File: src/rtl/fwd_hazard_unit.sv
// Operand forwarding select and load-use stall control
// for the EX/MEM/WB pipeline of the integer datapath.
module fwd_hazard_unit #(
  parameter int ADDR_W = 5,
  parameter int CNT_W  = 16
) (
  input  logic              clk,
  input  logic              rst,
  input  logic [ADDR_W-1:0] id_rs,
  input  logic [ADDR_W-1:0] id_rt,
  input  logic [ADDR_W-1:0] id_rd,
  input  logic              id_reg_write,
  input  logic              id_mem_read,
  input  logic              id_uses_rt,
  input  logic              flush,
  output logic [1:0]        fwd_sel_a,
  output logic [1:0]        fwd_sel_b,
  output logic              stall,
  output logic [CNT_W-1:0]  stall_count
);

  typedef struct packed {
    logic [ADDR_W-1:0] rs;
    logic [ADDR_W-1:0] rt;
    logic [ADDR_W-1:0] rd;
    logic              reg_write;
    logic              mem_read;
    logic              uses_rt;
  } ex_rec_t;

  typedef struct packed {
    logic [ADDR_W-1:0] rd;
    logic              reg_write;
    logic              mem_read;
  } mem_rec_t;

  // WB never needs mem_read: a load there forwards like any result
  typedef struct packed {
    logic [ADDR_W-1:0] rd;
    logic              reg_write;
  } wb_rec_t;

  ex_rec_t          ex_q, ex_d;
  mem_rec_t         mem_q, mem_d;
  wb_rec_t          wb_q, wb_d;
  logic [CNT_W-1:0] cnt_q, cnt_d;
  logic             ld_hit;

  function automatic logic [1:0] pick(
    input logic [ADDR_W-1:0] s,
    input mem_rec_t          m,
    input wb_rec_t           w
  );
    logic m_hit;
    logic w_hit;
    m_hit = m.reg_write && (m.rd != '0)
         && (m.rd == s) && !m.mem_read;
    w_hit = w.reg_write && (w.rd != '0)
         && (w.rd == s);
    if (m_hit)
      pick = 2'b01;
    else if (w_hit)
      pick = 2'b10;
    else
      pick = 2'b00;
  endfunction

  always_comb begin
    ld_hit = ex_q.mem_read && ex_q.reg_write
          && (ex_q.rd != '0)
          && ((ex_q.rd == id_rs)
          || (id_uses_rt && (ex_q.rd == id_rt)));
    stall  = ld_hit && !flush;
  end

  always_comb begin
    fwd_sel_a = pick(ex_q.rs, mem_q, wb_q);
    fwd_sel_b = 2'b00;
    if (ex_q.uses_rt)
      fwd_sel_b = pick(ex_q.rt, mem_q, wb_q);
  end

  always_comb begin
    ex_d = '0;
    if (!stall && !flush) begin
      ex_d.rs        = id_rs;
      ex_d.rt        = id_rt;
      ex_d.rd        = id_rd;
      ex_d.reg_write = id_reg_write;
      ex_d.mem_read  = id_mem_read;
      ex_d.uses_rt   = id_uses_rt;
    end
    mem_d.rd        = ex_q.rd;
    mem_d.reg_write = ex_q.reg_write;
    mem_d.mem_read  = ex_q.mem_read;
    wb_d.rd         = mem_q.rd;
    wb_d.reg_write  = mem_q.reg_write;
    cnt_d = cnt_q;
    if (stall && (cnt_q != '1))
      cnt_d = cnt_q + CNT_W'(1);
  end

  always_ff @(posedge clk or negedge rst) begin
    if (!rst) begin
      ex_q  <= '0;
      mem_q <= '0;
      wb_q  <= '0;
      cnt_q <= '0;
    end else begin
      ex_q  <= ex_d;
      mem_q <= mem_d;
      wb_q  <= wb_d;
      cnt_q <= cnt_d;
    end
  end

  assign stall_count = cnt_q;

endmodule

File: config.mk
export PLATFORM = sky130hd
export DESIGN_NAME = fwd_hazard_unit
export DESIGN_NICKNAME = d
export VERILOG_FILES = /design/src/rtl/fwd_hazard_unit.sv
export SDC_FILE = /design/constraint.sdc
export NUM_CORES = 1
export LEC_CHECK = 0
export CORE_MARGIN = 5
export CORE_UTILIZATION = 45
export DETAILED_ROUTE_END_ITERATION = 8
export GPL_ROUTABILITY_DRIVEN = 0
export PLACE_DENSITY = 0.71
export REMOVE_ABC_BUFFERS = 1
export SETUP_SLACK_MARGIN = 0.2
export SYNTH_ARGS = -nofsm -noshare
export SYNTH_HDL_FRONTEND = slang
export SYNTH_SLANG_ARGS = --single-unit
File: constraint.sdc
create_clock -name clk -period 5.1 [get_ports clk]
set_input_delay 1.02 -clock clk [delete_from_list [all_inputs] [get_ports clk]]
set_output_delay 1.02 -clock clk [all_outputs]
set_load 0.005 [all_outputs]
==> images/util_map.png <==
8 x 8 tiles, from black (low) to pale yellow (high), 0 to 100% covered.
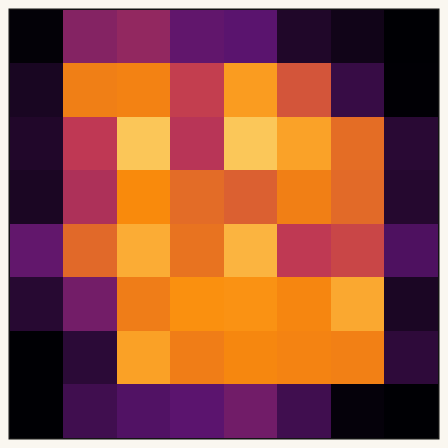
tiles over 75% full	16%
fullest tile	88%
densest ninth of the die	centre
Std-Cell Core Area: 4690 um2
final cell utilization of the core: 0.586
floorplan utilization: 0.462

==> images/placed.png <==
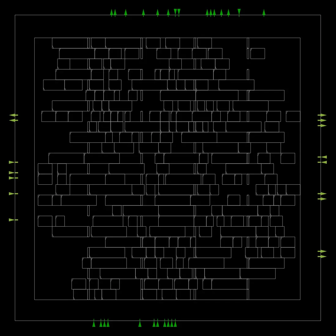
tap cell count: 54
flop share of the area: 0.428

==> images/port_trees.png <==
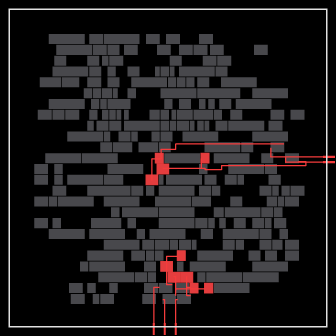
colour	port	bits	direction	edge	end cells	buffers	wire
red	id_rs	5	input	3 bottom, 2 right	10	5	166 um
PortBufs: 41
I/O pin cnt: 42

==> notes.md <==
Summary of the current implementation state.

- Sorting the synthesized cells by area gives the leading types as sky130_fd_sc_hd__dfrtp_1 (54%), sky130_fd_sc_hd__xor2_1 (10%), sky130_fd_sc_hd__xnor2_1 (8.1%), sky130_fd_sc_hd__and2_1 (5.5%), sky130_fd_sc_hd__nor4_1 (3.2%).
- The kind of end point of the critical path is a primary output, for reference.
- The clock transition at the register clock pins on the worst setup and hold paths after CTS is 80 ps, for reference.
- The biggest area consumer among cell classes is sequential cells, for reference.
- Entering global routing, the biggest net connects approximately 48 pins.
- The warning total across the stage logs is 25, for reference.
- The ratio of cells with drive above 1 in the final layout is 0.0746, for reference.
- In this run the critical path is formed by clkdlybuf4s50_1, xnor2_1, nand4_1, o22a_2, nor2_1, clkdlybuf4s50_1.
- The flow ran to the end, and the final reports show no timing, DRC or antenna violations.
- The tally of yosys warning messages is 0, for reference.
- The cell taking the most area after synthesis is sky130_fd_sc_hd__dfrtp_1, for reference.
- By instance count after routing, the leading logic cell type is sky130_fd_sc_hd__dfrtp_1.
- The worst flop-to-flop path endpoint is stall_count[1], for reference.
- Once the clock tree was built, the setup fixing pass inserted 0 buffers.
- For the finished layout, the period the worst path requires is between 3000 and 4000 ps.
- The global route stage reports its total congestion overflow as 0.
- After layout, the setup clock skew is reported as 5.64 ps.
- There are 47 flip-flops and latches.
- The cell leakage power is around 1.2 nW, for reference.
- Using the TritonRoute via totals, the vias-per-cell ratio works out to roughly 5.1.
- For the final routed database, the setup TNS stands at 0 ps.
- Excluding fillers, the count of instances in the completed layout stands at 282.
- The most congested layer reported by global routing is met2, for reference.
- The tally of max-capacitance violations is 0, for reference.
- In the layout the tool counted multi-input logic cells amounting to 131.
## power breakdown
| group | internal, mW | switching, mW | total [mW] |
|---|---|---|---|
| Combinational | 0.0365 | 0.0277 | 0.0642 |
| Clock | 0.195 | 0.122 | 0.317 |
| Sequential | 0.386 | 0.0146 | 0.400 |
## worst max-delay path, delay by kind of cell
family	cells	cell delay [ps]
AND-OR/OR-AND	1	350
buffers and inverters	2	1020
XOR/XNOR	1	140
AND/OR/NAND/NOR	2	280
## logic make-up after synthesis
| kind of cell | Yosys count | synth area share |
|---|---|---|
| flops | 47 | 0.543 |
| fa+ha+maj | 1 | 0.00578 |
| simple gates | 76 | 0.216 |
| mux | 1 | 0.00693 |
| xor+xnor | 45 | 0.182 |
| buf+inv | 4 | 0.0139 |
| compound gates | 8 | 0.0324 |
## registers in the layout (all words and copies together) (netlist names)
signal	count
stall_count	16
ex_q	18
mem_q	7
wb_q	6
## routing by layer
metal	vias to the layer above	part of all wire
li1	722	-
met1	679	0.49
met2	25	0.47
met3	4	0.035
met4	0	0.013
met5	-	0
## stage by stage
step / cell area (um2) / hold slack [ps] / util / power, mW
floorplan: 2140 / 347 / - / 0.438
global placement: 2610 / 352 / 0.557 / 0.473
detailed placement: 2610 / 356 / 0.557 / 0.474
CTS: 2750 / 375 / 0.586 / 0.788
global route: 2750 / 393 / 0.586 / 0.807
finish: 2750 / 371 / 0.586 / 0.782
## synth_stat cells, drive strengths merged
master and instances:
nand4 5, or3 3, mux2 1, o22ai 1, a21oi 1, and3 2
ha 1, nor3 7, nand2 6, nor4b 2, or4 3, xnor2 20
o22a 1, o21ai 4, nand3b 1, inv 1, nand2b 1, nand4b 1
and2 19, nor4 11, dfrtp 47, nor2 3, and4 1, nand3 10
o311a 1, xor2 25, buf 3, nor2b 1
Power is estimated from default activity; no workload was simulated.
